<file path="config.mk">
export PLATFORM = sky130hd
export DESIGN_NAME = toeplitz_outbuf
export DESIGN_NICKNAME = d
export VERILOG_FILES = /design/src/rtl/toeplitz_outbuf.sv
export SDC_FILE = /design/constraint.sdc
export NUM_CORES = 1
export LEC_CHECK = 0
export ABC_CLOCK_PERIOD_IN_PS = 7300
export CAP_MARGIN = 5
export CORE_MARGIN = 2
export CORE_UTILIZATION = 50
export CTS_CLUSTER_SIZE = 20
export DETAILED_ROUTE_END_ITERATION = 8
export PLACE_DENSITY = 0.8
export SYNTH_ARGS = -nofsm -noshare
export SYNTH_HDL_FRONTEND = slang
export SYNTH_SLANG_ARGS = --single-unit
</file>
<file path="constraint.sdc">
create_clock -name clk -period 7.3 [get_ports clk]
set_input_delay 2.19 -clock clk [delete_from_list [all_inputs] [get_ports clk]]
set_output_delay 2.19 -clock clk [all_outputs]
set_load 0.02 [all_outputs]
</file>
<file path="src/rtl/toeplitz_outbuf.sv">
// toeplitz_outbuf: block FIFO plus LSB-first serializer behind the Toeplitz extractor.
// Blocks that find the FIFO full are dropped and counted; the extractor never stalls.
module toeplitz_outbuf #(
   parameter int L     = 128,
   parameter int OW    = 8,
   parameter int DEPTH = 4
) (
   input  logic                       clk,
   input  logic                       reset_n,
   input  logic [L-1:0]               q,
   input  logic                       qstrobe,
   output logic [OW-1:0]              dout,
   output logic                       dvalid,
   input  logic                       dready,
   output logic [$clog2(DEPTH+1)-1:0] level,
   output logic                       overflow,
   output logic [15:0]                drop_cnt
);
   localparam int NW = L / OW;
   localparam int LW = $clog2(DEPTH + 1);
   localparam int AW = (DEPTH > 1) ? $clog2(DEPTH) : 1;
   localparam int IW = (NW > 1) ? $clog2(NW) : 1;

   typedef enum logic {IDLE, SHIFT} state_t;

   state_t        state;
   logic [L-1:0]  mem [DEPTH];
   logic [AW-1:0] rd_ptr;
   logic [AW-1:0] wr_ptr;
   logic [L-1:0]  shreg;
   logic [IW-1:0] idx;
   logic          hs;
   logic          last;
   logic          pop;
   logic          push;
   logic          drop;

   function automatic logic [AW-1:0] nxt(input logic [AW-1:0] p);
      return (p == AW'(DEPTH - 1)) ? '0 : p + AW'(1);
   endfunction

   assign hs   = dvalid && dready;
   assign last = (idx == IW'(NW - 1));
   // A full FIFO still accepts a block when its head leaves in the same cycle.
   assign pop  = (level != '0) && ((state == IDLE) || (hs && last));
   assign push = qstrobe && ((level != LW'(DEPTH)) || pop);
   assign drop = qstrobe && !push;
   assign dout = shreg[OW-1:0];

   always_ff @(posedge clk) begin
      if (push) begin
         mem[wr_ptr] <= q;
      end
   end

   always_ff @(posedge clk) begin
      if (!reset_n) begin
         state    <= IDLE;
         dvalid   <= 1'b0;
         shreg    <= '0;
         idx      <= '0;
         rd_ptr   <= '0;
         wr_ptr   <= '0;
         level    <= '0;
         overflow <= 1'b0;
         drop_cnt <= '0;
      end else begin
         if (push) begin
            wr_ptr <= nxt(wr_ptr);
         end
         if (pop) begin
            rd_ptr <= nxt(rd_ptr);
         end
         if (push && !pop) begin
            level <= level + LW'(1);
         end else if (pop && !push) begin
            level <= level - LW'(1);
         end
         if (drop) begin
            overflow <= 1'b1;
            if (drop_cnt != 16'hFFFF) begin
               drop_cnt <= drop_cnt + 16'd1;
            end
         end
         unique case (state)
            IDLE: begin
               if (pop) begin
                  shreg  <= mem[rd_ptr];
                  idx    <= '0;
                  state  <= SHIFT;
                  dvalid <= 1'b1;
               end
            end
            SHIFT: begin
               if (hs) begin
                  if (!last) begin
                     shreg <= shreg >> OW;
                     idx   <= idx + IW'(1);
                  end else if (pop) begin
                     shreg <= mem[rd_ptr];
                     idx   <= '0;
                  end else begin
                     state  <= IDLE;
                     dvalid <= 1'b0;
                  end
               end
            end
         endcase
      end
   end
endmodule

</file>
**Run 1: clock wiring as the flow saved it**

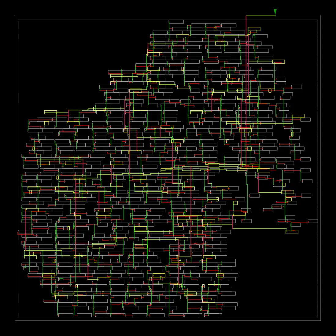
Power Clock: 0.00343 W
clk sink count: 672
layout clock buffer count: 87

**Run 1: met1 routing**

(1 px per um) Supply wires on this layer in gray.
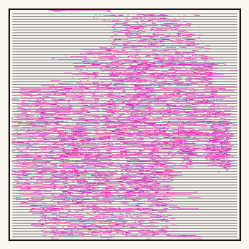
share of all routed wire: 41%
longest straight run: 58.4 um
nets with wire on the layer: 1585
wire length on this layer: 22.2 mm
main direction: horizontal

**Run 1: M3 wires**

(2 px per um) Cells faint in the background.
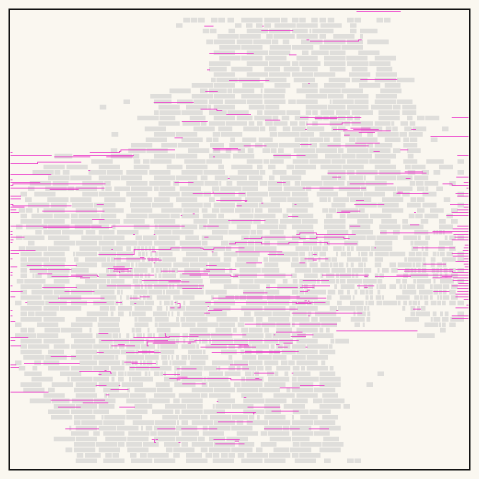
longest straight run: 56.6 um
nets with wire on the layer: 198

==> reports/summary.txt, run 1 <==
First-pass GRT wire length -> 82100 um
Top area cell types -> edfxtp_1, dfxtp_1, mux4_2
Place WS -> 1.95 ns
GR peak layer -> met2
Remaining global-route overflow -> 0
Met2 Routed Length -> 26500 um
Final Non-Filler Cells -> 2253
Max rail drop VDD -> 0.234 mV
Final Setup Violations -> 0
OpenROAD warnings -> 30
Setup repair bufs after CTS -> 0
Startpoint Class -> primary input
Reg-to-reg slack, setup -> 3.93 ns
Top-area cell share -> 60.5%
Clk pwr share -> 31.0%
Row count -> 82
Layout cells sized above 1 -> 20.8%
Slew Viols, Final -> 0
Die ar. -> 52600 um^2
Die Y -> 229 um
Critical path's slowest cell -> and2_4
Status -> complete, no violations
Power Internal -> 0.00793 W
Hold buffers post-CTS -> 0
Ys cells -> 1381
Post-synth seq share -> 73.1%
H-tree levels -> 3
Setup Crit Path Kind -> in -> reg
Worst Path Required -> 7.56 ns
Synth logic family -> multiplexers
Post-Synthesis Cell Area -> 25400 um^2
HPWL after DPL -> 31100 um
Most frequent logic cell in the layout -> edfxtp_1
Core Region -> 50200 um^2
Clk slew on worst S/H paths -> 0.06 ns
NetSw -> 0.00313 W
Gate power share -> 23.5%
DRC -> 0
CTS resizes -> 0
GRT Total Usage -> 20.3%
Most used DFF post-synth -> edfxtp_1
Final hold violations -> 0
Most frequent cells in the layout -> edfxtp_1, clkdlybuf4s50_1, dfxtp_1
Grt met2 use -> 32.6%
WL met1 -> 22200 um
YS chip area -> 25400 um^2
Flops out of synthesis -> 672
Total negative slack -> 0 ns
-- run 1: layout make-up --
type / instances / area, um^2 / area share (%)
sequential: 672 / 18600 / 62.3
multi-input combinational: 592 / 6340 / 21.2
clock buffer: 87 / 1850 / 6.21
timing repair buffer: 185 / 1840 / 6.16
tap: 672 / 841 / 2.82
clock inverter: 37 / 353 / 1.18
inverter: 8 / 30.0 / 0.101
-- run 1: tightest hold or removal path, delay by kind of cell (launching register included) --
| family | cells | cell delay [ns] |
|---|---|---|
| DFF | 1 | 0.32 |
| AOI/OAI and AO/OA | 1 | 0.07 |
| and+or+nand+nor | 1 | 0.05 |
-- run 1: flip-flops by register name, summed over array words and instances (netlist names), named ones only --
signal,cells
level,3
drop_cnt,16
mem,512
rd_ptr,2
dvalid,1
idx,4
shreg,128
overflow,1
wr_ptr,2
state,1
**Run 1: local utilization**

(1.5 px per um) 23 x 23 tiles, from white (low) to dark blue (high), 0 to 100% covered.
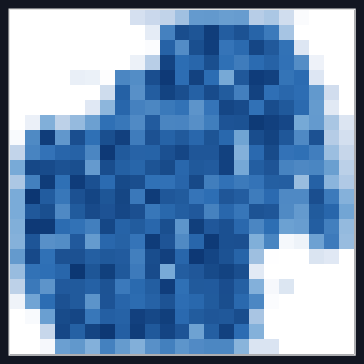

--- run 2 (diff from run 1) ---
--- a/config.mk
+++ b/config.mk
@@ -5,7 +5,7 @@
 export SDC_FILE = /design/constraint.sdc
 export NUM_CORES = 1
 export LEC_CHECK = 0
-export ABC_CLOCK_PERIOD_IN_PS = 7300
+export ABC_CLOCK_PERIOD_IN_PS = 4970
 export CAP_MARGIN = 5
 export CORE_MARGIN = 2
 export CORE_UTILIZATION = 50
==> constraint.sdc (replaced) <==
create_clock -name clk -period 4.97 [get_ports clk]
set_input_delay 1.491 -clock clk [delete_from_list [all_inputs] [get_ports clk]]
set_output_delay 1.491 -clock clk [all_outputs]
set_load 0.02 [all_outputs]
**Run 2: local utilization**

(1.5 px per um) 23 x 23 tiles, from white (low) to dark blue (high), 0 to 100% covered.
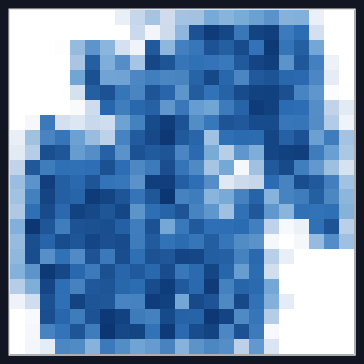
mean over tiles: 55%
fullest tile: 98%
densest ninth of the die: south
nearly empty tiles: 16%
tiles over 75% full: 37%

==> run 2 against run 1 <==
Compared with the run above: global-route usage fell by 0.073 points; synthesized cell count did not move; core utilization grew 0.28 points; non-clock buffer count up 10; largest power group unchanged; highest routed layer unchanged.
==> reports/summary.txt, run 2 <==
Status -> complete, no violations
Startpoint Class -> primary input
Setup repair bufs after CTS -> 0 (unchanged)
Post-synth seq share -> 73.1% (unchanged)
Top-area cell share -> 60.5% (unchanged)
Hold buffers post-CTS -> 0 (unchanged)
Final Setup Violations -> 0 (unchanged)
HPWL after DPL -> 32200 um (+3.4%)
Place WS -> 0.858 ns (-1.09 ns)
Non-clock buffer count in the final layout -> 195 (+5.4%)
Top area cell types -> edfxtp_1, dfxtp_1, mux4_2
Remaining global-route overflow -> 0 (unchanged)
Final hold violations -> 0 (unchanged)
DRC -> 0 (unchanged)
Buffering overhead -> 6.59% (+0.43 points)
Top cell class by occupied area -> sequential cells
Comb gate area -> 6340 um^2 (unchanged)
Met2 Routed Length -> 26500 um (about the same)
Row count -> 82 (unchanged)
WL met1 -> 22000 um (-0.57%)
H-tree levels -> 3 (unchanged)
Most flop-heavy register -> mem
Inverter count -> 8 (unchanged)
Total negative slack -> 0 ns (unchanged)
Setup Crit Path Kind -> in -> reg
Logic Gate Count -> 592 (unchanged)
Core Region -> 50200 um^2 (unchanged)
NetSw -> 0.00456 W (+46%)
Critical path's slowest cell -> clkdlybuf4s50_1
Most used DFF post-synth -> edfxtp_1
Comb/total area -> 21.1% (-0.10 points)
Layout clock buffer count -> 100 (+15%)
**Run 2: M3 wires**

(2 px per um) Cells faint in the background.
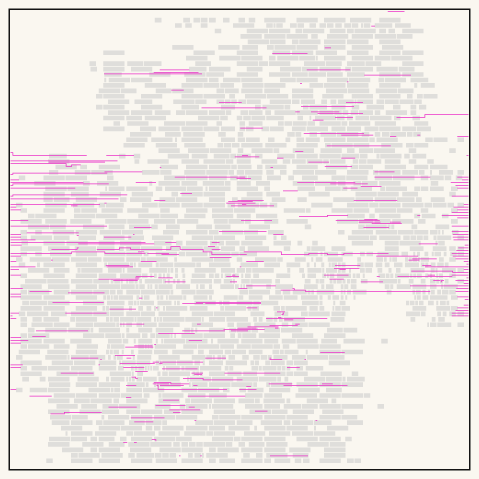
main direction: horizontal
share of all routed wire: 6.8%
nets with wire on the layer: 192
longest straight run: 67.2 um
wire length on this layer: 3600 um

## run 2: netlist changes by cell type in the layout (fill, tap and decap cells not counted), moves of 2 or more
cell        before  now
buf_4           22   27
clkbuf_8         6   10
inv_6            6    2
bufinv_16        5    1
clkbuf_1        12   16
clkinv_8         0    2
diode_2          0    2
clkinvlp_4       4    0
buf_12           4    9
clkbuf_16       69   73
clkinv_4         0    2
clkinv_1        10    6
## run 2: path summary, 6_finish.rpt
| kind | startpoint | to | slack (ns) | depth (start not counted) |
|---|---|---|---|---|
| worst max-delay path | dready | level[2] | 1.44 | 11 |
| worst min-delay path | shreg[76] | shreg[68] | 0.48 | 1 |
| worst max register to register | state | level[2] | 2.05 | 10 |
| worst min register to register | shreg[76] | shreg[68] | 0.48 | 1 |
**Run 2: clock distribution**

(1.5 px per um)
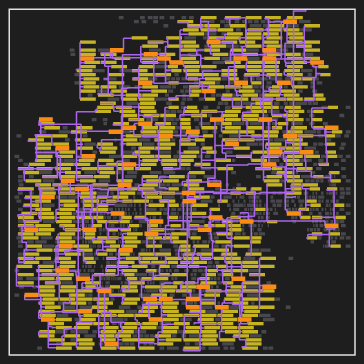

--- run 3 (diff from run 2) ---
--- a/config.mk
+++ b/config.mk
@@ -5,7 +5,7 @@
 export SDC_FILE = /design/constraint.sdc
 export NUM_CORES = 1
 export LEC_CHECK = 0
-export ABC_CLOCK_PERIOD_IN_PS = 4970
+export ABC_CLOCK_PERIOD_IN_PS = 3690
 export CAP_MARGIN = 5
 export CORE_MARGIN = 2
 export CORE_UTILIZATION = 50
==> constraint.sdc (replaced) <==
create_clock -name clk -period 3.69 [get_ports clk]
set_input_delay 1.107 -clock clk [delete_from_list [all_inputs] [get_ports clk]]
set_output_delay 1.107 -clock clk [all_outputs]
set_load 0.02 [all_outputs]
**Run 3: clock distribution**

(1.5 px per um)
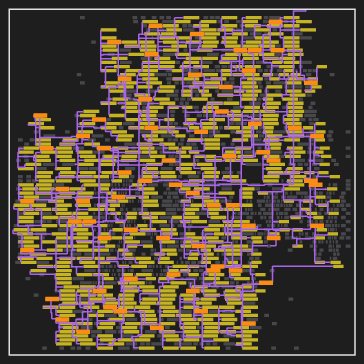
[purple] clock wires | length: 7090 um
[yellow] flip-flops | count: 672
[orange] clock-net drivers | count: 67
routed clock nets: 68

==> run 3 against run 2 <==
Compared with the run above: area after synthesis unchanged; largest cell class unchanged; synthesized cell count unchanged; largest power group unchanged; sequential power increased by 34%; critical path depth decreased by 10; hold slack got worse by 0.0086 ns; critical endpoint is now level[0]; clock skew about the same; first-iteration DRC count increased by 5.1%; combinational power increased by 39%; count of clock-buffer cells in the layout decreased by 12; final cell count increased by 0.13%; power increased by 37%; via count increased by 0.52%.
==> reports/summary.txt, run 3 <==
Remaining global-route overflow -> 0 (unchanged)
Startpoint Class -> flip-flop
Reg-to-reg startpoint -> level[0]
Inverter count -> 8 (unchanged)
Hold buffers post-CTS -> 0 (unchanged)
Launch point of the worst path -> level[0]
DRC -> 0 (unchanged)
Critical-path cell list -> clkdlybuf4s50_1
FF-to-FF End -> shreg[64]
Area Overhead vs Synth -> 18.7%
Hold depth -> 1 (unchanged)
Layout clock buffer count -> 88 (-12%)
Number of fill cells -> 3475
Buffering overhead -> 6.99% (+0.41 points)
Hold_sp -> overflow
Row count -> 82 (unchanged)
Reg-to-reg slack, setup -> 0.90 ns (-1.15 ns)
NetSw -> 0.00622 W (+36%)
Post-synth seq share -> 73.1% (unchanged)
Most flop-heavy register -> mem
Place WS -> 0.267 ns (-0.591 ns)
Setup Crit Path Kind -> reg -> out
H-tree levels -> 3 (unchanged)
Final hold violations -> 0 (unchanged)
Comb gate area -> 6340 um^2 (unchanged)
Worst slew pin tran -> 0.892 ns
Critical path's slowest cell -> clkdlybuf4s50_1
Setup repair bufs after CTS -> 0 (unchanged)
Critical path depth -> 1 (-10)
Most used DFF post-synth -> edfxtp_1
Worst hold path endpoint -> overflow
Status -> complete, no violations
Top-area cell share -> 60.5% (unchanged)
R2R cell count -> 4 (-6)
**Run 3: local utilization**

(1.5 px per um) 23 x 23 tiles, from white (low) to dark blue (high), 0 to 100% covered.
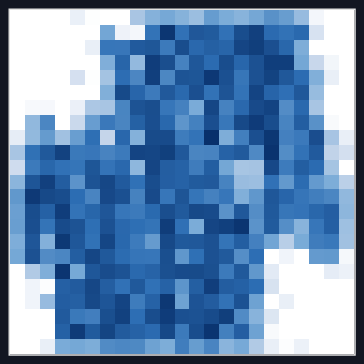
nearly empty tiles: 18%
fullest tile: 100%
tiles over 75% full: 39%
mean over tiles: 56%
emptiest ninth of the die: north-west

==> run 3: cells by family after synthesis <==
family	after synthesis	share of synthesized area [%]
AND-OR/OR-AND	243	8.38
XOR/XNOR	4	0.138
adder cells (fa/ha/maj)	9	0.473
buffers and inverters	117	2.18
flip-flops	672	73.1
multiplexers	137	11.7
AND/OR/NAND/NOR	199	4.03
==> run 3: through the flow <==
| stage | cells | area [um^2] | TNS [ns] |
|---|---|---|---|
| after floorplan | 1381 | 25400 | -116.22 |
| after global placement | 2142 | 27900 | 0 |
| after detailed placement | 2142 | 27900 | 0 |
| after CTS | 2265 | 30200 | 0 |
| after global routing | 2267 | 30200 | 0 |
| final | 2268 | 30200 | 0 |
==> run 3: metal layers <==
layer	track usage [%]	wire length, um
met1	28.6	22300
met2	33.2	26600
met3	3.71	3680
met4	7.33	1370
met5	0	57
Power and IR drop assume default switching activity.
